==> config.mk <==
export PLATFORM = sky130hd
export DESIGN_NAME = pixel_proc_writer_flat
export DESIGN_NICKNAME = d
export VERILOG_FILES = /design/src/rtl/pixel_proc_pkg.sv /design/src/rtl/pixel_proc_writer_if.sv /design/src/rtl/pixel_mode_alu.sv /design/src/rtl/pixel_proc_writer.sv /design/src/flat_wrapper.sv
export SDC_FILE = /design/constraint.sdc
export NUM_CORES = 1
export LEC_CHECK = 0
export ABC_AREA = 1
export ABC_CLOCK_PERIOD_IN_PS = 3130
export CORE_UTILIZATION = 53
export CTS_CLUSTER_DIAMETER = 30
export DETAILED_ROUTE_END_ITERATION = 8
export HOLD_SLACK_MARGIN = 0.1
export PLACE_DENSITY = 0.85
export SETUP_SLACK_MARGIN = 0.5
export SLEW_MARGIN = 20
export SYNTH_ARGS = -nofsm -noshare
export SYNTH_HDL_FRONTEND = slang
export SYNTH_SLANG_ARGS = --single-unit
==> constraint.sdc <==
create_clock -name pclk_in -period 3.13 [get_ports pclk_in]
set_input_delay 0.939 -clock pclk_in [delete_from_list [all_inputs] [get_ports pclk_in]]
set_output_delay 0.939 -clock pclk_in [all_outputs]
set_load 0.03 [all_outputs]
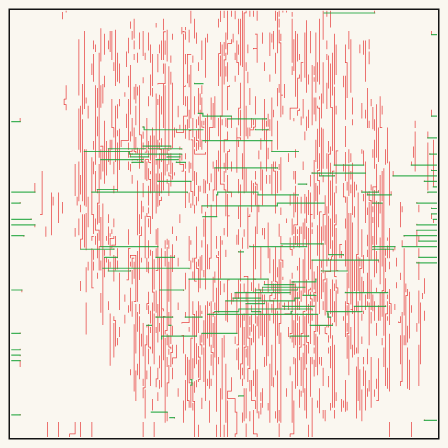
*Routed metal, one color a layer*
Two of the layers only.
M2: drawn in red, wire length 6320 µm. M3: drawn in green, wire length 789 µm.
Post-Route WL: 13500 µm
vias post-DR: 5278
GR Util All Layers: 24.1%

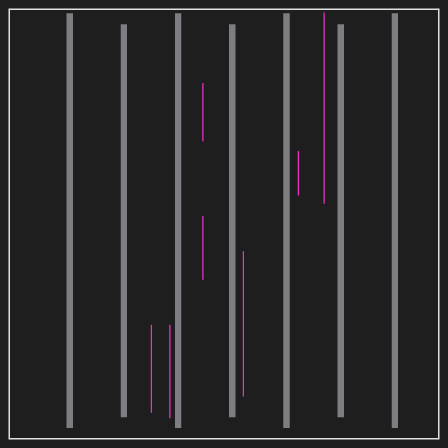
*Metal 4*
Supply wires on this layer in gray.
The longest straight run is 47.6 µm. 5 nets have wire on it. The layer carries 169 µm of wire.

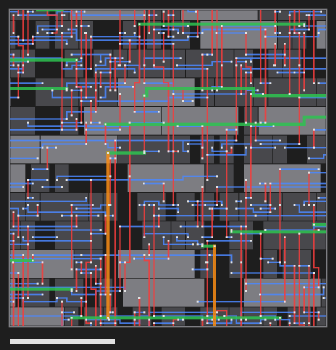
*Zoomed window*
Bar = 10 µm. Region (39, 39) to (69, 69) µm. Cells in gray, sequential cells in the stronger gray; small squares are vias.
M2: drawn in red. M1: drawn in blue. M3: drawn in green. M4: drawn in orange.
Most frequent: inv_1 (14), nor2_1 (12), dfxtp_1 (12). Sequential cells in the window: 13. 90 logic cells have their middle in the window.

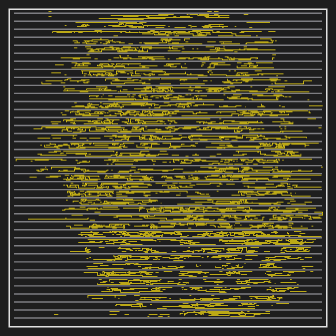
*Metal 1*
Supply wires on this layer in gray.
The longest straight run is 29.9 µm. The layer carries 6190 µm of wire. 823 nets have wire on it. The wires run mostly horizontal. The layer holds 46% of the routed length.
GR Util met1: 32.5%

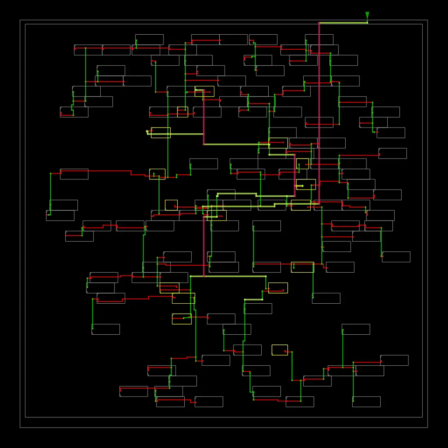
*Clock routing*
total CTS buffers: 9
clk_buf instances: 9

==> changes_impl.md <==
### Changed

- Run status: completed
- Final period util: 90.8%
- Global Route met2 Usage: 39.9%
- Crit path kind: reg -> reg
- # rows: 38
- Share of cells above drive strength 1: 6.22%
- Commonest Layout Cell: inv_1
- Met3 Use GR: 3.40%
- Worst path depth: 14
- Seq share, synth: 38.2%
- Critical path's slowest cell: fa_1
- Synthesized area per cell: 7.44 µm²
- Post-synth EDFFs: 0
- Simple share: 16.1%
- Io pins: 80
- Largest net degree at the start of global routing: 51
- Worst-margin pin slew: 0.689 ns
- Number of logged tool warnings: 44
- Drt drc: 0
- Antenna violations before repair: 0
- Peak supply drop: 0.241 mV
- Chip area line of the yosys report: 5860 µm²
- CTS root buf: clkbuf_8
- Int Power: 2040 µW
- XORs/XNORs by Area: 1.05%
- TritonCTS clock tree: yes
- Syn-to-layout area delta: 15.7%
- Max Slew Vio Count: 0
- Largest stage delay, worst path: 0.53 ns
- Reg-to-reg slack, setup: 0.29 ns
- Clock transition at path regs: 0.12 ns
- Leakage: 0.00260 µW
- Comb. pwr: 629 µW
- Worst path buffer plus inverter count: 2
- Clock group: 881 µW
- Critical path endpoint category: register
- Setup TNS: 0 ns
- First-pass GRT wire length: 22200 µm
- Top cells by count: inv_1 (118), dfxtp_1 (112), a21oi_1 (102)
- Ys cells: 788
- Synth Flop Type: dfxtp_1
- WP data required: 3.39 ns
- RSZ-0062 raised after global routing: true
- Placed wire-length estimate: 9490 µm
- Non-clk invs: 123
- Logic area: 3040 µm²
- Chip width: 107 µm
- Critical Path Source Type: register
- WL met3: 788 µm
- Net Sw Frac: 32.8%
- Sink Count: 112
- Worst Hold Depth: 2
- PwrDens: 447 nW/µm²
- CP top delay family: adder cells
- Pre-CTS WS: 0.215 ns
- DRT Pass-1 Iters: 5
- Crit-path max FO: 4
- Tapcell Cnt: 140
- H-tree Lvls: 3
- Core Util, Final: 62.8%
- Setup Viol. Count Final: 0
- Hold WC Path Type: reg -> reg
- FP Core Util: 54.3%
- Clock power frac: 29.1%
- #FFs+latches synth: 112
- Vias in the first global route: 4782
- I/O Buffers: 56
- Cell count after placement: 960
- Top cell area share: 38.2%
- R2R depth: 14
- Largest logic family: AND-OR/OR-AND gates
- ANT cells: 0
- Core area: 10800 µm²
- Largest register FFs: 18
- Worst rel slew slack: 53.8%
- Final instance area: 6780 µm²
- Flop area: 2240 µm²
- Logic share of the area: 44.8%
- Tot Pwr: 3030 µW
- Top Usage Layer GRT: met2
- NonClk Buf Share: 9.67%
- Routed len/inst: 13.8 µm
- Final min period: 2.84 ns
- Async S/R FF share, synth: 0%
- Flops: 112
- DR iter-0 viols: 351
- Met2 routed WL: 6320 µm
- DIE HEIGHT: 107 µm
- Buffers excl. clock: 67
- Net Switching: 993 µW
- Top pwr grp: registers
- Logic gate share of total power: 20.8%
- Final GP Congestion: 0.905
- Crit path arrival time: 3.11 ns
- Fin nets: 898
- Cell Type Count: 38
- Mapped Cells: 788
- Final hold slack: 0.448 ns
- Flop share of the area: 33.1%
- Antenna-violating nets left: 0
- Total global routing overflow: 0
- Max Used Layer: met4
- MUX area fraction: 0.171%
- Fin cells: 976
- FILL cells: 913
- ClkCell Share: 3.01%
- # Post-CTS Setup Buffers: 0
- Worst setup margin: 0.289 ns
- Post-Synth AOI/OAI Area: 22.2%
Power figures rest on the tool's default switching activity, not on a simulated workload.
